$ cat config.mk
export PLATFORM = sky130hd
export DESIGN_NAME = wishbone_ram_mux_n
export DESIGN_NICKNAME = d
export VERILOG_FILES = /design/src/rtl/wb_mux_pkg.sv /design/src/rtl/wb_addr_decoder.sv /design/src/rtl/wishbone_ram_mux_n.sv
export SDC_FILE = /design/constraint.sdc
export NUM_CORES = 1
export LEC_CHECK = 0
export CAP_MARGIN = 20
export CORE_AREA = 2 2 196 198
export DETAILED_ROUTE_END_ITERATION = 6
export DIE_AREA = 0 0 198 200
export PLACE_DENSITY = 0.55
export SLEW_MARGIN = 20
export SYNTH_ARGS = -nofsm -noshare
export SYNTH_HDL_FRONTEND = slang
export SYNTH_HIERARCHICAL = 1
export SYNTH_SLANG_ARGS = --single-unit
$ cat constraint.sdc
create_clock -name wb_clk_i -period 4.8 [get_ports wb_clk_i]
set_clock_uncertainty 0.2 [all_clocks]
set_input_delay 1.44 -clock wb_clk_i [delete_from_list [all_inputs] [get_ports wb_clk_i]]
set_output_delay 1.44 -clock wb_clk_i [all_outputs]
set_load 0.03 [all_outputs]
$ cat src/rtl/wb_mux_pkg.sv
// Shared Wishbone widths, mux FSM states and the base/mask address decode
// used by the N-port SRAM mux.
package wb_mux_pkg;

   localparam int WB_DW     = 32;
   localparam int WB_AW     = 32;
   localparam int WB_SW     = 4;
   localparam int MAX_PORTS = 16;
   localparam int IDX_W     = 4;

   typedef enum logic [1:0] {
      ST_IDLE,
      ST_REQ,
      ST_RESP,
      ST_ERR
   } wb_state_e;

   typedef struct packed {
      logic             mapped;
      logic [IDX_W-1:0] idx;
   } wb_decode_t;

   // Scans from the top index down so that the lowest matching port wins.
   function automatic wb_decode_t wb_decode(
      input logic [WB_AW*MAX_PORTS-1:0] bases,
      input logic [WB_AW*MAX_PORTS-1:0] masks,
      input logic [WB_AW-1:0]           adr,
      input int                         num_ports
   );
      wb_decode_t res;
      res = '0;
      for (int i = MAX_PORTS - 1; i >= 0; i--) begin
         if ((i < num_ports) &&
             ((adr & masks[WB_AW*i +: WB_AW]) == bases[WB_AW*i +: WB_AW])) begin
            res.mapped = 1'b1;
            res.idx    = IDX_W'(i);
         end
      end
      return res;
   endfunction

endpackage

$ cat src/rtl/wb_addr_decoder.sv
// Combinational priority address decode: reports whether the address hits
// any port window and, if so, the lowest-indexed matching port.
module wb_addr_decoder
   import wb_mux_pkg::*;
#(
   parameter int                      NUM_PORTS  = 5,
   parameter logic [32*NUM_PORTS-1:0] BASE_ADDRS = {32'h3000_2c00, 32'h3000_1c00, 32'h3000_0c00,
                                                    32'h3000_0400, 32'h3000_0000},
   parameter logic [32*NUM_PORTS-1:0] MASKS      = {32'hffff_fc00, 32'hffff_fe00, 32'hffff_fc00,
                                                    32'hffff_fe00, 32'hffff_ff00}
) (
   input  logic [WB_AW-1:0] adr,
   output logic             mapped,
   output logic [IDX_W-1:0] port_idx
);

   // Unused upper slots are zero but excluded by the port-count bound.
   localparam logic [WB_AW*MAX_PORTS-1:0] BASE_PAD = (WB_AW*MAX_PORTS)'(BASE_ADDRS);
   localparam logic [WB_AW*MAX_PORTS-1:0] MASK_PAD = (WB_AW*MAX_PORTS)'(MASKS);

   wb_decode_t dec;

   assign dec      = wb_decode(BASE_PAD, MASK_PAD, adr, NUM_PORTS);
   assign mapped   = dec.mapped;
   assign port_idx = dec.idx;

endmodule

$ cat src/rtl/wishbone_ram_mux_n.sv
// Wishbone B4 classic mux from one upstream port to NUM_PORTS SRAM wrappers,
// with a registered transaction FSM, unmapped-address error and hung-slave timeout.
module wishbone_ram_mux_n
   import wb_mux_pkg::*;
#(
   parameter int                      NUM_PORTS      = 5,
   parameter logic [32*NUM_PORTS-1:0] BASE_ADDRS     = {32'h3000_2c00, 32'h3000_1c00, 32'h3000_0c00,
                                                        32'h3000_0400, 32'h3000_0000},
   parameter logic [32*NUM_PORTS-1:0] MASKS          = {32'hffff_fc00, 32'hffff_fe00, 32'hffff_fc00,
                                                        32'hffff_fe00, 32'hffff_ff00},
   parameter int                      TIMEOUT_CYCLES = 255,
   parameter logic [31:0]             ERR_DATA       = 32'hDEAD_BEEF
) (
   input  logic                         wb_clk_i,
   input  logic                         wb_rst_i,
   input  logic                         wbs_ufp_stb_i,
   input  logic                         wbs_ufp_cyc_i,
   input  logic                         wbs_ufp_we_i,
   input  logic [WB_SW-1:0]             wbs_ufp_sel_i,
   input  logic [WB_AW-1:0]             wbs_ufp_adr_i,
   input  logic [WB_DW-1:0]             wbs_ufp_dat_i,
   output logic                         wbs_ufp_ack_o,
   output logic                         wbs_ufp_err_o,
   output logic [WB_DW-1:0]             wbs_ufp_dat_o,
   output logic [WB_AW-1:0]             wbs_dn_adr_o,
   output logic [NUM_PORTS-1:0]         wbs_dn_stb_o,
   output logic [NUM_PORTS-1:0]         wbs_dn_cyc_o,
   output logic [NUM_PORTS-1:0]         wbs_dn_we_o,
   output logic [WB_SW*NUM_PORTS-1:0]   wbs_dn_sel_o,
   output logic [WB_DW*NUM_PORTS-1:0]   wbs_dn_dat_o,
   input  logic [WB_DW*NUM_PORTS-1:0]   wbs_dn_dat_i,
   input  logic [NUM_PORTS-1:0]         wbs_dn_ack_i
);

   localparam int CNT_W = (TIMEOUT_CYCLES > 0) ? $clog2(TIMEOUT_CYCLES + 1) : 1;
   localparam logic [CNT_W-1:0] CNT_LAST = (TIMEOUT_CYCLES > 0) ? CNT_W'(TIMEOUT_CYCLES - 1) : '0;

   wb_state_e        state_q, state_d;
   logic [IDX_W-1:0] port_q;
   logic [IDX_W-1:0] dec_idx;
   logic             dec_mapped;
   logic [WB_AW-1:0] adr_q;
   logic             we_q;
   logic [WB_SW-1:0] sel_q;
   logic [WB_DW-1:0] wdat_q;
   logic [WB_DW-1:0] rdat_q;
   logic [CNT_W-1:0] cnt_q;
   logic             req_start;
   logic             port_ack;
   logic [WB_DW-1:0] port_rdat;

   wb_addr_decoder #(
      .NUM_PORTS (NUM_PORTS),
      .BASE_ADDRS(BASE_ADDRS),
      .MASKS     (MASKS)
   ) u_dec (
      .adr     (wbs_ufp_adr_i),
      .mapped  (dec_mapped),
      .port_idx(dec_idx)
   );

   assign req_start = wbs_ufp_cyc_i & wbs_ufp_stb_i;

   // Only the latched port's ack and read data are ever looked at.
   always_comb begin
      port_ack  = 1'b0;
      port_rdat = '0;
      for (int i = 0; i < NUM_PORTS; i++) begin
         if (port_q == IDX_W'(i)) begin
            port_ack  = wbs_dn_ack_i[i];
            port_rdat = wbs_dn_dat_i[WB_DW*i +: WB_DW];
         end
      end
   end

   always_comb begin
      state_d = state_q;
      case (state_q)
         ST_IDLE: begin
            if (req_start) state_d = dec_mapped ? ST_REQ : ST_ERR;
         end
         ST_REQ: begin
            // A master that drops cyc has abandoned the cycle; that outranks a same-cycle ack.
            if (!wbs_ufp_cyc_i)                                  state_d = ST_IDLE;
            else if (port_ack)                                   state_d = ST_RESP;
            else if ((TIMEOUT_CYCLES > 0) && (cnt_q == CNT_LAST)) state_d = ST_ERR;
         end
         ST_RESP: state_d = ST_IDLE;
         ST_ERR:  state_d = ST_IDLE;
         default: state_d = ST_IDLE;
      endcase
   end

   always_ff @(posedge wb_clk_i) begin
      if (wb_rst_i) begin
         state_q <= ST_IDLE;
         port_q  <= '0;
         adr_q   <= '0;
         cnt_q   <= '0;
      end else begin
         state_q <= state_d;
         if (state_q == ST_IDLE && req_start && dec_mapped) begin
            port_q <= dec_idx;
            adr_q  <= wbs_ufp_adr_i;
            cnt_q  <= '0;
         end else if (state_q == ST_REQ) begin
            cnt_q <= cnt_q + CNT_W'(1);
         end
      end
   end

   // Payload registers are only observed through REQ/RESP qualified paths.
   always_ff @(posedge wb_clk_i) begin
      if (state_q == ST_IDLE && req_start && dec_mapped) begin
         we_q   <= wbs_ufp_we_i;
         sel_q  <= wbs_ufp_sel_i;
         wdat_q <= wbs_ufp_dat_i;
      end
      if (state_q == ST_REQ && port_ack) rdat_q <= port_rdat;
   end

   always_comb begin
      wbs_dn_stb_o = '0;
      wbs_dn_cyc_o = '0;
      wbs_dn_we_o  = '0;
      wbs_dn_sel_o = '0;
      wbs_dn_dat_o = '0;
      for (int i = 0; i < NUM_PORTS; i++) begin
         if (state_q == ST_REQ && port_q == IDX_W'(i)) begin
            wbs_dn_stb_o[i]                   = 1'b1;
            wbs_dn_cyc_o[i]                   = 1'b1;
            wbs_dn_we_o[i]                    = we_q;
            wbs_dn_sel_o[WB_SW*i +: WB_SW]    = sel_q;
            wbs_dn_dat_o[WB_DW*i +: WB_DW]    = wdat_q;
         end
      end
   end

   assign wbs_dn_adr_o  = adr_q;
   assign wbs_ufp_ack_o = (state_q == ST_RESP);
   assign wbs_ufp_err_o = (state_q == ST_ERR);
   assign wbs_ufp_dat_o = (state_q == ST_RESP) ? rdat_q :
                          (state_q == ST_ERR)  ? ERR_DATA : '0;

endmodule
### Met1 routing, run 1

Supply wires on this layer in grey.
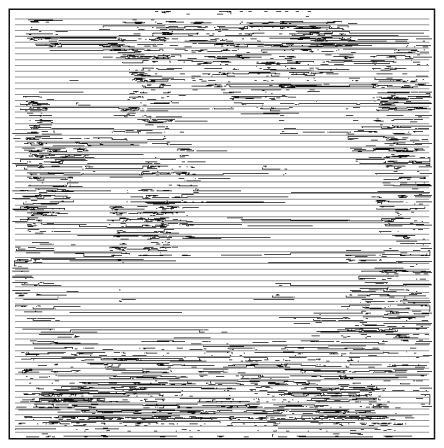
main direction	horizontal
wire length on this layer	13600 um
met1 Track Usage GR: 18.6%
via count: 7353
detailed-route wire length: 33.5 mm

### M2 wires, run 1

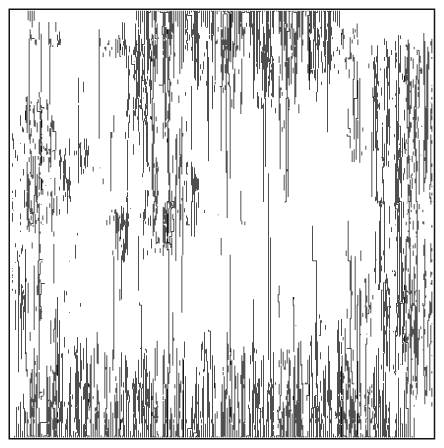
share of all routed wire	51%
nets with wire on the layer	1187
longest straight run	90.2 um
main direction	vertical
wire length on this layer	17200 um
GR Layer Usage met2: 28.2%

==> impl_table.tex, run 1 <==
% Auto-generated results table
\begin{tabular}{lr}
\hline
Metric & Value \\
\hline
\multicolumn{2}{l}{\textbf{Drt}} \\
Met3 WL post-DR & 2.08 mm \\
Post-route met1 wirelength & 13.6 mm \\
Met2 WL & 17.2 mm \\
\multicolumn{2}{l}{\textbf{Floorplanning}} \\
Die Span X & 198 um \\
Io pins & 499 \\
Count of inserted tapcells & 511 \\
\multicolumn{2}{l}{\textbf{Flow run}} \\
Reported max-cap violation count & 0 \\
Stage-log warning count & 27 \\
\multicolumn{2}{l}{\textbf{Final layout}} \\
Number of non-clock buffers & 523 \\
Inverters, non-clock & 7 \\
Syn-to-layout area delta & 85.9\% \\
Count of flip-flops and latches & 115 \\
Diode count & 2 \\
\multicolumn{2}{l}{\textbf{CTS}} \\
CTS max path bufs & 2 \\
Clock transition at the registers of the reported paths & 0.06 ns \\
Hold\_buf cts & 0 \\
\multicolumn{2}{l}{\textbf{Pwr}} \\
Power dissipated in combinational cells & 0.000384 W \\
Net load switching power & 0.000600 W \\
Power group with the highest consumption & the clock network \\
Total power after layout & 0.00268 W \\
Flop+latch power & 0.00106 W \\
Switching power as a share of total power & 22.4\% \\
Clock group total power & 0.00124 W \\
Pwr Density & 208 mW/mm2 \\
\multicolumn{2}{l}{\textbf{Hold path}} \\
Hold path start & wbs\_dn\_adr\_o[23] \\
Min-Delay Path Depth & 2 \\
\multicolumn{2}{l}{\textbf{Final timing}} \\
Transition time at the pin with the least slew margin & 0.650 ns \\
Final worst path period need & 4.29 ns \\
\multicolumn{2}{l}{\textbf{Outcome}} \\
Outcome & finished clean \\
\multicolumn{2}{l}{\textbf{Logic synthesis}} \\
Aoi/oai-family share of the synthesized area & 17.3\% \\
Synth Cell Area & 0.00693 mm2 \\
Number of distinct library cells after synthesis & 52 \\
XOR/XNOR share of the synthesized area & 0.253\% \\
Synth logic family & simple AND/OR/NAND/NOR gates \\
\multicolumn{2}{l}{\textbf{Critical path}} \\
Setup crit end & wbs\_dn\_dat\_o[95] \\
Depth of the worst register-to-register path & 6 \\
Max FO, Critical Path & 39 \\
\multicolumn{2}{l}{\textbf{Global route}} \\
GRT Max-Usage Layer & met2 \\
Pin count of the biggest net entering global routing & 50 \\
\hline
\end{tabular}
### Signal wires on met3, run 1

The bar under the picture is 50 um long.
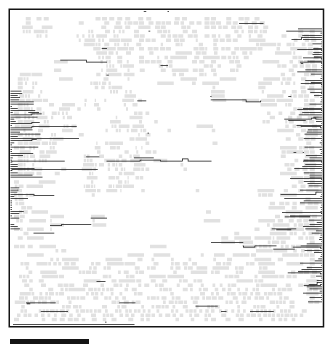
wire length on this layer	2080 um
longest straight run	76.6 um
met3 Use GR: 4.15%

==> run 1: cell families after synthesis <==
group,Yosys count
DFF,115
muxes,33
AOI/OAI and AO/OA,188
adders and majority gates,3
other,1
xor gates and xnor gates,2
buffers and inverters,87
and+or+nand+nor,280
==> run 1: cells in the mapped netlist (2+ instances only) <==
cell       count  area [um2]
a21oi_1       44         220
and2_1       122         763
or3_1          4        25.0
nor2_1         8        30.0
nor3_1         2        10.0
nand2_1        7        26.3
nor4_2         4        50.1
mux2i_1       20         200
o21a_1        24         180
a22o_1        12         105
nor2b_1        3        18.8
clkbuf_1      38         143
nor4b_4        2        47.6
buf_2         16        80.1
xnor2_1        2        17.5
o21ai_0       60         300
clkbuf_2       6        30.0
ha_1           2        25.0
mux4_2        13         293
nand3_1       39         195
dfxtp_1       46         921
buf_4         18         135
a2bb2oi_1     20         175
and3_1        75         469
a22oi_1       22         165
inv_1          6        22.5
edfxtp_1      69        2070
==> run 1: state kept, by name, summed over array words and instances (netlist names) <==
name,flops
rdat_q,32
port_q,4
sel_q,4
we_q,1
state_q,2
wbs_dn_adr_o,32
cnt_q,8
wdat_q,32
==> run 1: worst reg2reg max path: stages, from the launching register on <==
cell and delay [ns]:
dfxtp_2 0.37, nor4b_4 0.29, buf_4 0.45, buf_4 0.44, a22oi_1 0.27, nor2_4 0.11, buf_4 0.40
==> run 1: through the flow <==
step | hold WS [ns] | worst slack [ns] | std cells | area [um2] | util (%)
after floorplan | 0.254 | 0.132 | 709 | 6930 | -
after global placement | 0.260 | 0.689 | 1663 | 12300 | 32.9
after CTS | 0.274 | 0.435 | 1694 | 12900 | 34.4
after detailed placement | 0.267 | 0.743 | 1663 | 12300 | 32.9
after global routing | 0.293 | 0.306 | 1694 | 12900 | 34.4
final | 0.272 | 0.507 | 1696 | 12900 | 34.5
==> run 2, diff against run 1 <==
--- a/config.mk
+++ b/config.mk
@@ -6,10 +6,12 @@
 export NUM_CORES = 1
 export LEC_CHECK = 0
 export CAP_MARGIN = 20
-export CORE_AREA = 2 2 196 198
+export CELL_PAD_IN_SITES_DETAIL_PLACEMENT = 1
+export CELL_PAD_IN_SITES_GLOBAL_PLACEMENT = 1
+export CORE_AREA = 2 2 192 194
 export DETAILED_ROUTE_END_ITERATION = 6
-export DIE_AREA = 0 0 198 200
-export PLACE_DENSITY = 0.55
+export DIE_AREA = 0 0 194 196
+export PLACE_DENSITY = 0.74
 export SLEW_MARGIN = 20
 export SYNTH_ARGS = -nofsm -noshare
 export SYNTH_HDL_FRONTEND = slang
### Signal wires on met3, run 2

The bar under the picture is 50 um long.
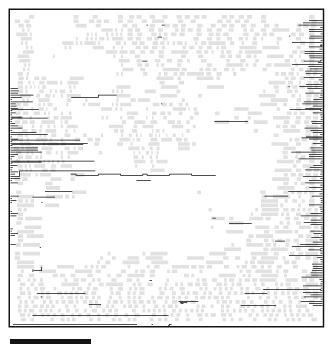
longest straight run	84.2 um
nets with wire on the layer	206
via count: 7579
detailed-route wire length: 34.7 mm
met3 Use GR: 4.37%

==> impl_table.tex, run 2 <==
% Auto-generated results table
\begin{tabular}{lr}
\hline
Metric & Value \\
\hline
\multicolumn{2}{l}{\textbf{Outcome}} \\
Outcome & finished clean (unchanged) \\
\multicolumn{2}{l}{\textbf{Floorplanning}} \\
Die Span X & 194 um (was 198 um) \\
Site Rows & 70 (was 71) \\
Die outline height & 196 um (was 200 um) \\
Io pins & 499 (unchanged) \\
\multicolumn{2}{l}{\textbf{Critical path}} \\
FF-to-FF setup slack & 2.01 ns (was 1.88 ns) \\
Max FO, Critical Path & 40 (was 39) \\
Gate family responsible for the most delay along the worst path & simple AND/OR/NAND/NOR gates (was buffers and inverters) \\
Master of the slowest instance on the critical path & and4bb\_2 (was clkdlybuf4s50\_1) \\
Crit Path Class & register to output port (unchanged) \\
Required time reported for the critical path endpoint & 3.16 ns (about the same) \\
Cell chain of the critical path & and4bb\_2 -> and3\_1 -> clkdlybuf4s50\_1 (was or2\_1 -> nor4\_4 -> buf\_4 -> and2\_1 -> clkdlybuf4s50\_1) \\
Setup crit end & wbs\_dn\_dat\_o[112] (was wbs\_dn\_dat\_o[95]) \\
Depth of the worst register-to-register path & 6 (unchanged) \\
\multicolumn{2}{l}{\textbf{Final layout}} \\
Most common library cell in the layout ignoring fill and taps & clkdlybuf4s50\_1 (unchanged) \\
Number of inserted filler cells in the final layout & 4145 (was 3789) \\
Fraction of layout cells with a size suffix above 1 & 17.3\% (was 13.4\%) \\
Multi-input gate area & 0.00357 mm2 (unchanged) \\
Post-layout nets & 1411 (unchanged) \\
Post-layout utilization of the core & 35.1\% (was 34.5\%) \\
Post-route design area & 0.0127 mm2 (was 0.0129 mm2) \\
Post-route non-filler standard cell count & 1655 (was 1696) \\
Syn-to-layout area delta & 82.8\% (was 85.9\%) \\
\multicolumn{2}{l}{\textbf{Hold path}} \\
Hold path start & wbs\_dn\_adr\_o[5] (was wbs\_dn\_adr\_o[23]) \\
Min-Delay Path Depth & 2 (unchanged) \\
\multicolumn{2}{l}{\textbf{Logic synthesis}} \\
Share of Yosys cell area claimed by the top area cell type & 29.9\% (unchanged) \\
Top cells by area & edfxtp\_1 30\%, dfxtp\_1 13\%, and2\_1 11\% (unchanged) \\
Most popular library cell in the synthesized design by count & and2\_1 (unchanged) \\
Mean post-synth cell area & 9.78 um2 (unchanged) \\
Synth Cell Area & 0.00693 mm2 (unchanged) \\
Share of synthesized area occupied by flip-flops and latches & 43.2\% (unchanged) \\
Warning count from the yosys run & 6 (unchanged) \\
Cell count after synthesis & 709 (unchanged) \\
Dominant cell type by area after synthesis & edfxtp\_1 (unchanged) \\
Number of enable-type register cells in the synthesized netlist & 69 (unchanged) \\
Leading post-synthesis cells by instance count & 122 x and2\_1, 75 x and3\_1, 69 x edfxtp\_1 (unchanged) \\
Commonest flop & edfxtp\_1 (unchanged) \\
Number of distinct library cells after synthesis & 52 (unchanged) \\
\multicolumn{2}{l}{\textbf{Drt}} \\
Detail Route Antenna Nets & 0 (unchanged) \\
Violation tally from detailed-route iteration zero & 298 (was 326) \\
Detailed-route vias per instance & 4.58 (was 4.34) \\
Detailed Routing Iterations Pass 1 & 4 (unchanged) \\
Average detailed-routed wire length per instance & 21.0 um (was 19.7 um) \\
DRC Markers & 0 (unchanged) \\
\multicolumn{2}{l}{\textbf{Final timing}} \\
Hold\_ws & 0.281 ns (was 0.272 ns) \\
Final worst path period need & 4.37 ns (was 4.29 ns) \\
Transition time at the pin with the least slew margin & 0.878 ns (was 0.650 ns) \\
Max frequency & 0.229 GHz (was 0.233 GHz) \\
Max-Slew Margin vs Limit & 41.5\% (was 56.6\%) \\
Number of endpoints failing setup at the final stage & 0 (unchanged) \\
Max-slew violation total from the final report & 0 (unchanged) \\
Count of endpoints failing hold in the final timing report & 0 (unchanged) \\
Setup TNS after final layout & 0 ns (unchanged) \\
Setup WS post-layout & 0.431 ns (was 0.507 ns) \\
\multicolumn{2}{l}{\textbf{Flow run}} \\
Stage-log warning count & 27 (unchanged) \\
Reported max-cap violation count & 0 (unchanged) \\
\multicolumn{2}{l}{\textbf{CTS}} \\
Clock transition at the registers of the reported paths & 0.06 ns (about the same) \\
Post-cts gate resize count & 0 (unchanged) \\
Hold\_buf cts & 0 (unchanged) \\
Root buffer selected by CTS & clkbuf\_16 (unchanged) \\
Cts bufs inserted & 17 (unchanged) \\
Clock sinks & 115 (unchanged) \\
CTS tree & done (unchanged) \\
CTS max path bufs & 2 (unchanged) \\
Post-CTS Setup Bufs & 0 (unchanged) \\
\multicolumn{2}{l}{\textbf{Pwr}} \\
Net load switching power & 0.000659 W (was 0.000600 W) \\
Total power after layout & 0.00268 W (about the same) \\
Switching power as a share of total power & 24.6\% (was 22.4\%) \\
Max VDD drop & 0.000207 V (was 0.000260 V) \\
Clock share of power & 46.2\% (about the same) \\
Combinational cell fraction of total power & 14.3\% (about the same) \\
Pwr Density & 211 mW/mm2 (was 208 mW/mm2) \\
LEAKAGE & 4.85 nW (was 4.77 nW) \\
\multicolumn{2}{l}{\textbf{Global route}} \\
Total GRT Usage & 17.4\% (was 15.9\%) \\
Vias in the first global route & 7794 (was 6927) \\
Pin count of the biggest net entering global routing & 82 (was 50) \\
Initial antenna violation count & 4 (unchanged) \\
\multicolumn{2}{l}{\textbf{Placed design}} \\
Setup WS pre-CTS & 0.711 ns (was 0.743 ns) \\
HPWL after detailed placement & 26.5 mm (was 25.0 mm) \\
Port Buffer Count & 498 (unchanged) \\
Placer congestion estimate & 0.813 (was 0.799) \\
Placed Instances & 1620 (was 1663) \\
Total placed instance area & 0.0121 mm2 (was 0.0123 mm2) \\
\hline
\end{tabular}
### M2 wires, run 2

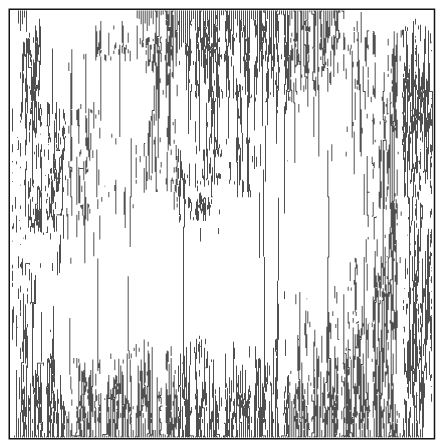
main direction	vertical
longest straight run	84.0 um
nets with wire on the layer	1280
wire length on this layer	18400 um
share of all routed wire	53%
GR Layer Usage met2: 32.2%

[run 2: per-layer routing]
layer,track usage [%],vias up,share of wire (%)
li1,-,3531,-
met1,20.0,3783,40
met2,32.2,244,53
met3,4.37,21,5.6
met4,4.43,0,1.4
met5,0,-,0
[run 2: power groups by stage]
| stage | logic [W] | registers, W | clock network [W] |
|---|---|---|---|
| after CTS | 0.000387 | 0.00106 | 0.00129 |
| after global placement | 0.000379 | 0.00108 | 0 |
| after global routing | 0.000406 | 0.00106 | 0.00133 |
| final | 0.000383 | 0.00106 | 0.00124 |
| after floorplan | 0.000117 | 0.00108 | 0 |
| after detailed placement | 0.000385 | 0.00108 | 0 |
[run 2: logic make-up (layout without fill, tap and decap cells)]
group / after synthesis / in the layout / synth area share [%]
and+or+nand+nor: 280 / 280 / 25.4
AOI/OAI and AO/OA: 188 / 188 / 17.3
DFF: 115 / 115 / 43.2
buffers and inverters: 87 / 562 / 6.19
muxes: 33 / 33 / 7.11
adders and majority gates: 3 / 3 / 0.505
xor gates and xnor gates: 2 / 2 / 0.253
other: 1 / 4 / 0.0541
[run 2: area by class of cell]
cell class / instances / share of cell area, %
Multi-Input combinational cell: 507 / 28.2
Timing Repair Buffer: 523 / 38.8
Antenna cell: 3 / 0.0592
Clock inverter: 14 / 0.968
Tap cell: 468 / 4.62
Clock buffer: 18 / 3.47
Inverter: 7 / 0.207
Sequential cell: 115 / 23.6
[run 2: worst min-delay path, delay by kind of cell (launching register included)]
kind | cells | cell delay, ns
DFF | 1 | 0.30
AOI/OAI and AO/OA | 2 | 0.13
Power figures rest on the tool's default switching activity, not on a simulated workload.
